File: src/rtl/conv_pkg.sv
// Shared definitions for the strided-convolution window scheduler.
//   - default geometry (image side, kernel side, stride, data width)
//   - output-side derivation and index-width helpers
//   - scheduler FSM state encoding and index typedefs at default geometry
package conv_pkg;

  localparam int DEF_M      = 7;
  localparam int DEF_K      = 3;
  localparam int DEF_STRIDE = 2;
  localparam int DEF_DW     = 8;

  // Output side length for a valid (no padding) strided convolution.
  function automatic int out_side(input int m, input int k, input int s);
    return (m - k) / s + 1;
  endfunction

  // Index width that never collapses to zero bits for a side of 1.
  function automatic int idx_w(input int n);
    return (n > 1) ? $clog2(n) : 1;
  endfunction

  localparam int DEF_OUT = out_side(DEF_M, DEF_K, DEF_STRIDE);

  typedef logic [idx_w(DEF_M)-1:0]   img_idx_t;
  typedef logic [idx_w(DEF_K)-1:0]   ker_idx_t;
  typedef logic [idx_w(DEF_OUT)-1:0] out_idx_t;

  typedef enum logic [2:0] {
    IDLE  = 3'd0,
    FETCH = 3'd1,
    DRAIN = 3'd2,
    WRITE = 3'd3,
    DONE  = 3'd4
  } state_t;

endpackage

File: src/rtl/conv_mac.sv
// Multiply-accumulate register for one convolution window.
//   clock, reset : clock and asynchronous active-low reset
//   clear        : zero the accumulator (wins over en)
//   en           : add a*b into the accumulator
//   a, b         : unsigned DW-bit operands
//   acc          : running sum, wraps modulo 2^DW
module conv_mac #(
  parameter int DW = 8
) (
  input  logic          clock,
  input  logic          reset,
  input  logic          clear,
  input  logic          en,
  input  logic [DW-1:0] a,
  input  logic [DW-1:0] b,
  output logic [DW-1:0] acc
);

  // The sum is kept mod 2^DW, so only the low DW bits of the product matter.
  logic [DW-1:0] prod_lo;
  assign prod_lo = DW'(a * b);

  always_ff @(posedge clock or negedge reset) begin
    if (!reset)     acc <= '0;
    else if (clear) acc <= '0;
    else if (en)    acc <= acc + prod_lo;
  end

endmodule

File: src/rtl/conv_window_sched.sv
// Sequencer for a 2-D strided convolution over an MxM image in external
// synchronous (1-cycle latency) memories. Output windows are walked in
// row-major order; each window issues KxK image/coefficient reads with the
// coefficient index flipped (kernel applied rotated 180 degrees), then the
// window sum is offered on a valid/ready result port.
//   clock, reset            : clock, asynchronous active-low reset
//   start / busy / done     : pass control and status
//   img_rd_*                : image read port (en, row, col, data)
//   coef_rd_*               : kernel read port (en, row, col, data)
//   res_valid/ready/data    : result handshake and window sum
//   res_row / res_col       : output coordinate of res_data
module conv_window_sched
  import conv_pkg::*;
#(
  parameter int M      = DEF_M,
  parameter int K      = DEF_K,
  parameter int STRIDE = DEF_STRIDE,
  parameter int DW     = DEF_DW,
  parameter int OUT    = out_side(M, K, STRIDE),
  parameter int AW     = idx_w(M),
  parameter int KW     = idx_w(K),
  parameter int OW     = idx_w(OUT)
) (
  input  logic          clock,
  input  logic          reset,
  input  logic          start,
  output logic          busy,
  output logic          done,
  output logic          img_rd_en,
  output logic [AW-1:0] img_rd_row,
  output logic [AW-1:0] img_rd_col,
  input  logic [DW-1:0] img_rd_data,
  output logic          coef_rd_en,
  output logic [KW-1:0] coef_rd_row,
  output logic [KW-1:0] coef_rd_col,
  input  logic [DW-1:0] coef_rd_data,
  output logic          res_valid,
  input  logic          res_ready,
  output logic [DW-1:0] res_data,
  output logic [OW-1:0] res_row,
  output logic [OW-1:0] res_col
);

  localparam logic [KW-1:0] K_LAST = KW'(K - 1);
  localparam logic [OW-1:0] O_LAST = OW'(OUT - 1);

  state_t        state, state_nxt;
  logic [OW-1:0] orow, ocol;     // window origin in output coordinates
  logic [KW-1:0] wr, wc;         // tap within the window
  logic          rd_en;
  logic          rd_vld;         // read data returning this cycle
  logic          mac_clear;
  logic [DW-1:0] acc;

  logic tap_last, win_last;
  assign tap_last = (wr == K_LAST) && (wc == K_LAST);
  assign win_last = (orow == O_LAST) && (ocol == O_LAST);

  // ---------------- next state / control ----------------
  always_comb begin
    state_nxt = state;
    busy      = 1'b0;
    done      = 1'b0;
    rd_en     = 1'b0;
    res_valid = 1'b0;
    mac_clear = 1'b0;
    case (state)
      IDLE: begin
        if (start) begin
          state_nxt = FETCH;
          mac_clear = 1'b1;
        end
      end
      FETCH: begin
        busy  = 1'b1;
        rd_en = 1'b1;
        if (tap_last) state_nxt = DRAIN;
      end
      DRAIN: begin
        // last read's data is on the bus now and lands in acc at this edge
        busy      = 1'b1;
        state_nxt = WRITE;
      end
      WRITE: begin
        busy      = 1'b1;
        res_valid = 1'b1;
        if (res_ready) begin
          if (win_last) state_nxt = DONE;
          else begin
            state_nxt = FETCH;
            mac_clear = 1'b1;
          end
        end
      end
      DONE: begin
        done      = 1'b1;
        state_nxt = IDLE;
      end
      default: state_nxt = IDLE;
    endcase
  end

  // ---------------- state, counters, read-valid pipe ----------------
  always_ff @(posedge clock or negedge reset) begin
    if (!reset) begin
      state  <= IDLE;
      orow   <= '0;
      ocol   <= '0;
      wr     <= '0;
      wc     <= '0;
      rd_vld <= 1'b0;
    end else begin
      state  <= state_nxt;
      rd_vld <= rd_en;
      case (state)
        IDLE: begin
          if (start) begin
            orow <= '0;
            ocol <= '0;
            wr   <= '0;
            wc   <= '0;
          end
        end
        FETCH: begin
          // column first; (K-1,K-1) wraps back to (0,0) for the next window
          if (wc == K_LAST) begin
            wc <= '0;
            wr <= (wr == K_LAST) ? '0 : wr + 1'b1;
          end else begin
            wc <= wc + 1'b1;
          end
        end
        WRITE: begin
          if (res_ready) begin
            wr <= '0;
            wc <= '0;
            if (ocol == O_LAST) begin
              ocol <= '0;
              orow <= orow + 1'b1;
            end else begin
              ocol <= ocol + 1'b1;
            end
          end
        end
        default: ;
      endcase
    end
  end

  // ---------------- read addressing ----------------
  logic [AW-1:0] pix_row, pix_col;
  assign pix_row = AW'(int'(orow) * STRIDE + int'(wr));
  assign pix_col = AW'(int'(ocol) * STRIDE + int'(wc));

  assign img_rd_en   = rd_en;
  assign coef_rd_en  = rd_en;
  assign img_rd_row  = rd_en ? pix_row : '0;
  assign img_rd_col  = rd_en ? pix_col : '0;
  // flipped coefficient index gives the 180-degree kernel rotation
  assign coef_rd_row = rd_en ? (K_LAST - wr) : '0;
  assign coef_rd_col = rd_en ? (K_LAST - wc) : '0;

  // ---------------- accumulator ----------------
  conv_mac #(.DW(DW)) u_mac (
    .clock (clock),
    .reset (reset),
    .clear (mac_clear),
    .en    (rd_vld),
    .a     (img_rd_data),
    .b     (coef_rd_data),
    .acc   (acc)
  );

  // ---------------- result port ----------------
  assign res_data = res_valid ? acc  : '0;
  assign res_row  = res_valid ? orow : '0;
  assign res_col  = res_valid ? ocol : '0;

endmodule

File: config.mk
export PLATFORM = sky130hd
export DESIGN_NAME = conv_window_sched
export DESIGN_NICKNAME = d
export VERILOG_FILES = /design/src/rtl/conv_pkg.sv /design/src/rtl/conv_mac.sv /design/src/rtl/conv_window_sched.sv
export SDC_FILE = /design/constraint.sdc
export NUM_CORES = 1
export LEC_CHECK = 0
export ABC_AREA = 1
export CORE_MARGIN = 10
export CORE_UTILIZATION = 56
export CTS_BUF_LIST = sky130_fd_sc_hd__clkbuf_4 sky130_fd_sc_hd__clkbuf_8
export CTS_CLUSTER_SIZE = 8
export DETAILED_ROUTE_END_ITERATION = 6
export PLACE_DENSITY = 0.86
export SYNTH_ARGS = -nofsm -noshare
export SYNTH_HDL_FRONTEND = slang
export SYNTH_SLANG_ARGS = --single-unit
export TNS_END_PERCENT = 1
File: constraint.sdc
create_clock -name clock -period 6.4 [get_ports clock]
set_input_delay 1.6 -clock clock [delete_from_list [all_inputs] [get_ports clock]]
set_output_delay 1.6 -clock clock [all_outputs]
set_load 0.1 [all_outputs]
### Routed metal, one color a layer, run 1

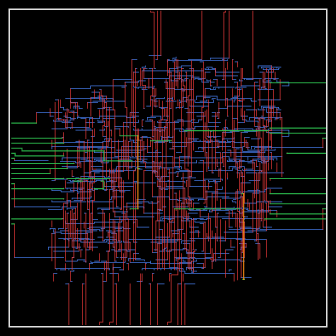
- green: metal 3 (wire length 390 um)
- orange: metal 4 (wire length 42.8 um)
- red: metal 2 (wire length 2,880 um)
- blue: metal 1 (wire length 2,140 um)

### Metal 2, run 1

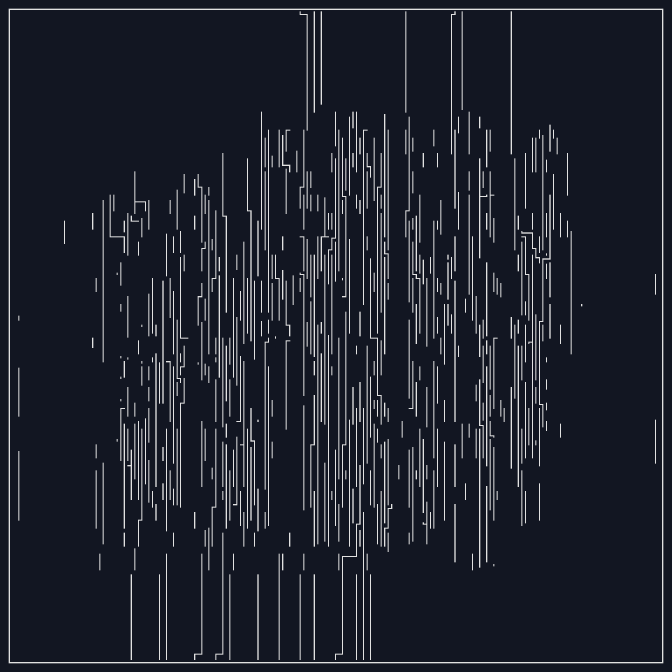
- wire length on this layer: 2,880 um
- nets with wire on the layer: 364
- main direction: vertical
- longest straight run: 28.6 um

### Track usage over the die, run 1

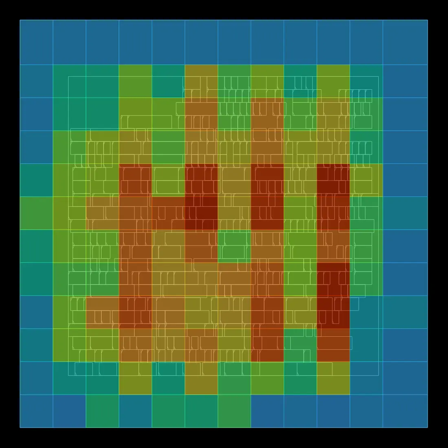
post-route core utilization: 0.725
met2 Resource Use GR: 0.300
met3 track demand over resource in global routing: 0.0440
aggregate global-route resource usage: 0.159
grt peak-use layer: met2

==> notes.md, run 1 <==
Implementation results are summarized by area below.

Cells and area
The library cells used most frequently in the layout, excluding fill and tap cells, are sky130_fd_sc_hd__nand2_1 (98), sky130_fd_sc_hd__inv_1 (80), sky130_fd_sc_hd__clkdlybuf4s50_1 (46). The number of buffers other than clock buffers in the final layout is 46. The area of all placed cells without fillers is 2940 um^2. The top cell type in the final layout, fill and taps aside, is sky130_fd_sc_hd__nand2_1. From synthesis to final layout, the design area changed by 23.4%. The logic gate fraction of the total cell area is 0.521.

The number of diodes is 0. Leaving out the clock tree, the finished layout contains an inverter count of 84. The number of non-filler instances in the completed layout is between 400 and 500.

The area taken by multi-input logic gates is 1530 um^2. The fraction of final cell area spent on non-clock buffers in this run is 0.156. The number of sequential storage elements is 20. The final-layout fill cell count is 342. The largest cell class by area is logic gates.

The ratio of cells with drive above 1 in the final layout is 0.0501. Measured on the final layout, the clock distribution area share stands at 0.0242. The sequential standard cell area is 500 um^2. The count of multi-input combinational gates is ~230. According to the finish report, the design has a final net count of 444. The number of clock-tree buffers in the layout is 3. Of the total standard cell area in the layout, the sequential portion is 0.170.

Clocking
The total CTS buffers is 3. Looking at the clock tree report, the maximum root-to-sink buffer count equals 2. The clock network latency to the later pin of the worst-skew pair is 260 ps. TritonCTS built the clock tree. Looking at the clock tree report, the H-tree level count equals 1. The cell resize tally after clock tree synthesis is 0.

Clock-pin slew was measured on the worst setup and hold paths at roughly 70 ps. The clock sink total is 20. The root buffer cell is sky130_fd_sc_hd__clkbuf_8. Hold repair after CTS inserted 0 buffers. The number of setup buffers added after CTS is 0.

Pwr
The fraction of power spent switching nets is 0.606. The design draws ~1.6 mW. The proportion of power drawn by flip-flops and latches is 0.136. In this run, power in flip-flops and latches comes to ~0.21 mW. The standby leakage power is ~1.6 nW.

Of the total power, the clock network draws 0.081. The combinational power reported by the tool is between 1 and 1.5 mW. Dividing total power by cell area gives a power density of 532 nW/um^2. The combinational share of power is 0.783.

Per report_power, the Clock row totals between 0.1 and 0.15 mW. The largest vdd supply drop is 0.000711 V. The internal power summed over all cells is 0.616 mW.

The biggest slice of the total power is consumed by combinational logic. The net switching power in the latest report is 0.949 mW.

Yosys
The most used flip-flop cell is sky130_fd_sc_hd__dfrtp_1. The post-synthesis average cell area is 7.12 um^2. Synthesis instantiated 29 different standard cells from the library. The net count entering floorplan is 399. The synthesis-stage register bit count is 20.

According to the Yosys statistics, the synthesized design has a chip area of 2380 um^2. The total number of yosys warnings is 0. Sorting the synthesized cells by area gives the leading types as sky130_fd_sc_hd__dfrtp_1 (21%), sky130_fd_sc_hd__nand2_1 (15%), sky130_fd_sc_hd__fa_1 (15%). For this run, asynchronously set or reset flops after synthesis account for 1.00. The synthesis run shows the most used standard cells to be sky130_fd_sc_hd__nand2_1 (98), sky130_fd_sc_hd__inv_1 (80), sky130_fd_sc_hd__nor2_1 (28). The share of the Yosys chip area taken by registers is 0.210. Summed over all instances, the cell type with the most area after synthesis is sky130_fd_sc_hd__dfrtp_1. The netlist area before placement is 2380 um^2.

Synthesis produced approximately 340 cells. The portion of synthesized cell area occupied by the leading cell type is 0.210. For this run the top cell type by instance count after synthesis was sky130_fd_sc_hd__nand2_1. In the Yosys report the total cell count is 335. In this run, synthesis inferred 0 flip-flops with an integrated enable.

Global routing
The maximum number of pins on one net before global-route repair is 21. The via count of the first global-routing pass is ~2,200. The initial antenna violation count is 0.

The sum of overflow across all layers after global routing is 0. The wire length of the first global-routing pass is about 9.9 mm.

Min path
The worst hold path was traced through 3 stages. The hold path endpoint is u_mac.acc[7]. The type of the tightest min-delay check is register to register. Per the hold report, the tightest min-delay path originates at rd_vld.

Timing
Setup repair after global routing left no endpoint under its margin. Across all hold checks on the routed design, the worst slack comes to 574 ps. Setup slack closes at between 1000 and 1500 ps. Pins over their slew limit in the final report were tallied at 0. The fraction of the cycle the final worst path needs is 0.840.

Checking max transition, the worst relative margin is 0.338. The highest achievable clock rate is 0.186 GHz. For this run, the final setup violation count is recorded as 0. The minimum clock period is 5370 ps. Between clock sinks in the finished design, the worst skew comes to 6.05 ps. The final tally of hold violations is 0.

The slew at the pin closest to its max-slew limit is 990 ps. The summed negative setup slack over all endpoints is 0 ps.

Floorplanning
The area of the core region is 4060 um^2. The initial utilization of the core area, before any placement, comes to 0.588. The die boundary height is 85.3 um. For this design the top-level I/O count stands at approximately 47. The site row count is 23. The number of well-tap cells placed is about 50. The chip occupies 7270 um^2.

The horizontal die dimension reported for this design is 85.3 um.

Drt
The number of DRC markers after the initial detailed-route iteration is around 110. After detailed routing, the number of remaining DRC violations is 0. Dividing the detail-routed wire length by the instance count gives 12.7 um. The overall routed net length is 5.45 mm. The number of vias per cell is approximately 5. The first-pass detailed-route iteration total is 4. The overall via count from detail_route is 2,107. Per the post-route antenna check, the number of violating nets is 0.

Critical path
The cell with the largest stage delay on the worst path is sky130_fd_sc_hd__clkdlybuf4s50_1. The critical path goes through clkdlybuf4s50_1, nand2_1, fa_1, inv_1, fa_1, ha_1, inv_1, fa_1, inv_1, fa_1, nand3_1, nand4_1, nand2_1, inv_1, nand3_1, nand2_1, inv_1, nand3_1, nand3_1, nand2_1. The endpoint kind of the worst setup timing path is a register.

The worst setup path endpoint is u_mac.acc[7]. The critical path runs through a total of 20 cells. The required time reported for the critical path endpoint is 6550 ps. The number of cells on the worst reg-to-reg path is 19.

The worst register-to-register path has a setup slack of 2650 ps. The worst setup path is launched from an input port. The cell repeated most along the worst path is sky130_fd_sc_hd__inv_1.

OpenSTA lists the critical path startpoint as coef_rd_data[0]. The class of the most critical setup path is input port to register. Max fanout on the critical path was recorded as 8. The critical path buffer and inverter count is 6. In this run the critical register-to-register path is launched from u_mac.acc[4]. The worst path arrival time is 5530 ps. The cell class contributing the biggest share of worst-path delay is adder cells. The reg-to-reg endpoint is u_mac.acc[7].

The timing report gives the biggest stage delay along the critical path as 650 ps.

Placement
The cell area after placement is between 2000 and 3000 um^2. The routability congestion estimate is 0.811. The number of placed instances, taps included, is 425. The count of input and output buffers is 46. The final HPWL from detailed placement is 4.69 mm. The post-placement setup slack is 744 ps.

Run
The number of maximum-capacitance violations is 0. The tool warning count for the run is 30.

Status
The flow ran to the end, and the final reports show no timing, DRC or antenna violations.
run 1: kinds of logic after synthesis:
kind of cell | after synthesis | synth area share
AND-OR/OR-AND | 23 | 0.0635
XOR/XNOR | 5 | 0.0184
adder cells (fa/ha/maj) | 44 | 0.288
buffers and inverters | 90 | 0.147
flip-flops | 20 | 0.210
AND/OR/NAND/NOR | 153 | 0.273
run 1: sequential cells by signal, indices dropped and copies added (netlist names):
register / flops
ocol: 2
state: 3
wr: 2
wc: 2
orow: 2
u_mac.acc: 8
rd_vld: 1
run 1: per-layer routing:
| layer | GRT usage | vias up | routed length, um |
|---|---|---|---|
| met2 | 0.300 | 45 | 2880 |
| met1 | 0.173 | 971 | 2140 |
| met5 | 0 | - | 0 |
| met4 | 0.0254 | 0 | 42 |
| met3 | 0.0440 | 5 | 389 |
| li1 | - | 1086 | - |
==> run 2, diff against run 1 <==
--- a/config.mk
+++ b/config.mk
@@ -7,11 +7,11 @@
 export LEC_CHECK = 0
 export ABC_AREA = 1
 export CORE_MARGIN = 10
-export CORE_UTILIZATION = 56
+export CORE_UTILIZATION = 54
 export CTS_BUF_LIST = sky130_fd_sc_hd__clkbuf_4 sky130_fd_sc_hd__clkbuf_8
 export CTS_CLUSTER_SIZE = 8
 export DETAILED_ROUTE_END_ITERATION = 6
-export PLACE_DENSITY = 0.86
+export PLACE_DENSITY = 0.83
 export SYNTH_ARGS = -nofsm -noshare
 export SYNTH_HDL_FRONTEND = slang
 export SYNTH_SLANG_ARGS = --single-unit
==> constraint.sdc (replaced) <==
create_clock -name clock -period 5.6 [get_ports clock]
set_input_delay 1.4 -clock clock [delete_from_list [all_inputs] [get_ports clock]]
set_output_delay 1.4 -clock clock [all_outputs]
set_load 0.1 [all_outputs]
==> run 2 against run 1 <==
Against the previous run:
- global-route usage down 0.31 points
- via count up 0.95%
- clock skew down 0.61 ps
- sequential share of layout area up 0.12 points
- register-to-register slack worse by 740 ps
- final cell count up 0.47%
- largest cell class unchanged
==> notes.md, run 2 <==
Implementation results are summarized by area below.

Yosys
The area share of and-or/or-and cells after synthesis is 0.0635. By instance count, the leading cell after synthesis is sky130_fd_sc_hd__nand2_1. The cell-mix breakdown from Yosys lists the adder-cell area share as 0.288. Of all flip-flops after synthesis, the portion carrying an async set or reset was 1.00. The cell taking the most area after synthesis is sky130_fd_sc_hd__dfrtp_1. The gate-level netlist out of Yosys references 29 unique cell types.

In the post-synthesis netlist, the biggest area contributors are sky130_fd_sc_hd__dfrtp_1 (21%), sky130_fd_sc_hd__nand2_1 (15%), sky130_fd_sc_hd__fa_1 (15%). The netlist area before placement is about 2400 um^2. The share of synthesized cell area in and, or, nand and nor gates is 0.273.

The mux cell area share after synthesis is 0. The cell count in the Yosys report is 335. For this run, the leading register cell type out of synthesis is sky130_fd_sc_hd__dfrtp_1.

Yosys mapped a number of flops with a built-in enable equal to 0. The largest combinational cell category by area is adder cells. After technology mapping, the gate count stands at 335. The sequential share of the synthesized area is 0.210. The total number of yosys warnings is 0. The net count entering floorplan is approximately 400. The area fraction of the largest cell type after synthesis is 0.210.

Cells and area
The flip-flop count of the largest register after layout is 8. The ratio of cells with drive above 1 in the final layout is 0.0501. The core occupancy in the finished layout is 0.676. Counting the fill cells in the layout gives 361. The area of all placed cells without fillers is 2920 um^2. In the layout the commonest cells are sky130_fd_sc_hd__nand2_1 (98), sky130_fd_sc_hd__inv_1 (80), sky130_fd_sc_hd__clkdlybuf4s50_1 (46). Ranked by flip-flop count, first place goes to u_mac.acc. Compared with the post-synthesis result, the final layout area differs by 22.6%. In the final layout, the registers with the most flip-flops are u_mac.acc x8, state x3. The net count of the finished layout is 445.

Global routing
The wire length of the first global-routing pass is a little under 10 mm. Global route summary, busiest routing layer listed as met2. The via count of the first global-routing pass was 2,189. The initial antenna violation count is 0. For met3 alone, demand over resource in global routing was 0.0460. For met2 alone, demand over resource in global routing was 0.271. The met1 usage is 0.190. For this run, the total global-route usage over all layers was measured as 0.156. Entering global routing, the biggest net connects 21 pins.

Drt
In the per-layer breakdown of the detailed-route log, met1 shows between 2 and 2.5 mm. Per the log, the first TritonRoute iteration ended with a DRC count of ~120. The overall via count from detail_route is roughly 2,100. Per the detail_route report, vias per standard cell equal 4.94. The overall routed net length is 5.42 mm. The first-pass detailed-route iteration total is 4. The detailed route wirelength on metal3 is 309 um. The highest metal layer carrying signal wires in the routed design is met4.

Timing
The minimum clock period is 5140 ps. Pins over their slew limit in the final report were tallied at 0. The setup violation total in the final timing report is 0. The highest achievable clock rate is 0.194 GHz. The relative slew slack is 0.333. The final tally of hold violations is 0.

The slew at the pin closest to its max-slew limit is approximately 1000 ps. The clock arrives with 5.44 ps of skew. The summed negative setup slack over all endpoints is 0 ps. Setup repair after global routing left no endpoint under its margin. The fraction of the cycle the final worst path needs is 0.919.

Critical path
The class of the most critical setup path is input port to register. The launch point of the critical path is coef_rd_data[1]. The startpoint identified for the worst register-to-register timing path is u_mac.acc[6]. The largest fanout on the critical path is 7. The worst path arrival time is around 5300 ps. The number of cells on the worst reg-to-reg path is 19. STA classifies the critical path endpoint as a register. The critical path goes through clkdlybuf4s50_1, nand2_1, fa_1, fa_1, inv_1, fa_1, inv_1, fa_1, inv_1, ha_1, nand2_1, nand4_1, nand2_1, inv_1, nand3_1, nand2_1, inv_1, nand3_1, nand3_1, nand2_1.

The cell with the largest stage delay on the worst path is sky130_fd_sc_hd__clkdlybuf4s50_1. The required time reported for the critical path endpoint is roughly 5800 ps. The startpoint kind of the worst setup timing path is an input port. For the worst reg-to-reg path, the endpoint reported by OpenROAD is u_mac.acc[7]. In this run the register-to-register setup slack is 1910 ps. The biggest cell delay along the critical path is ~600 ps. The critical path ends at u_mac.acc[7].

Along the critical path, the tally of buffer and inverter instances is 6. All stages included, the depth of the critical timing path comes to 20.

Pwr
The standby leakage power is between 1.5 and 2 nW. The largest vdd supply drop is between 0.0006 and 0.0007 V. The total power divided by cell area is around 590 nW/um^2. After layout, the design draws a total of roughly 1.7 mW.

Clocking
The total number of H-tree levels is 1. The total CTS buffers is 3. The number of setup buffers added after CTS is 0. The cell resize tally after clock tree synthesis is 0. The clock input transition at the sequential cells of the worst setup and hold paths is 70 ps. The clock tree from TritonCTS is done. The clock sink total is 20.

Run
Max-cap violations in this run came to 0. The OpenROAD warning count is 30.

Floorplanning
The area of the core region is between 4000 and 5000 um^2. The die width is 86.5 um. The die is 86.5 um tall. The area of the chip is 7470 um^2.

The effective utilization at floorplan is 0.552. The floorplan has 24 rows. The count of pins on the block boundary is 47.

Min path
The number of cells on the worst hold path is 2. The worst hold path terminates at u_mac.acc[7]. The type of the tightest min-delay check is register to register. For the worst min-delay path, the startpoint reported by OpenROAD is u_mac.acc[7].

Placement
The final HPWL from detailed placement is 4.66 mm. The count of input and output buffers is 46. The routability congestion estimate is 0.855. The cell area after placement is 2880 um^2.

Status
The run finished with clean final reports.
==> run 2: layout make-up <==
type | instances | area (um^2) | share of cell area
Sequential cell | 20 | 500 | 0.171
Clock buffer | 3 | 41.3 | 0.0141
Multi-Input combinational cell | 225 | 1530 | 0.524
Timing Repair Buffer | 47 | 468 | 0.160
Inverter | 84 | 315 | 0.108
Tap cell | 52 | 65.1 | 0.0223
==> run 2: stage by stage <==
stage               instances  worst slack (ps)  hold slack (ps)
global placement          428               292              535
detailed placement        428               182              536
CTS                       431               451              552
finish                    431               456              551
global route              431               129              592
floorplan                 335               727              499
==> run 2: where the power goes <==
group / leakage, nW / internal [mW] / switching [mW]
registers: 0.258 / 0.204 / 0.0384
logic: 1.34 / 0.401 / 0.988
clock network: 0.0216 / 0.0479 / 0.0450
### Selected gate families, run 2

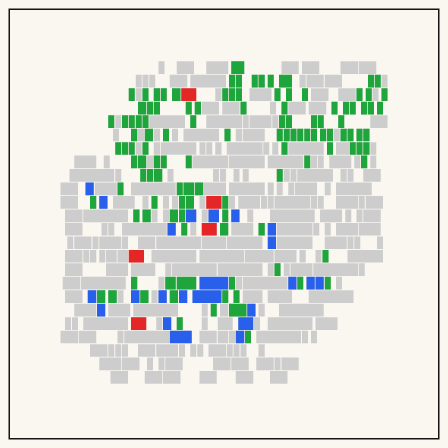
- blue: aoi and oai cells (cells 23; most used o21ai_0)
- red: xor and xnor cells (cells 5; most used xnor2_1; where center)
- green: nand cells (cells 118; most used nand2_1)

Power is estimated from default activity; no workload was simulated.
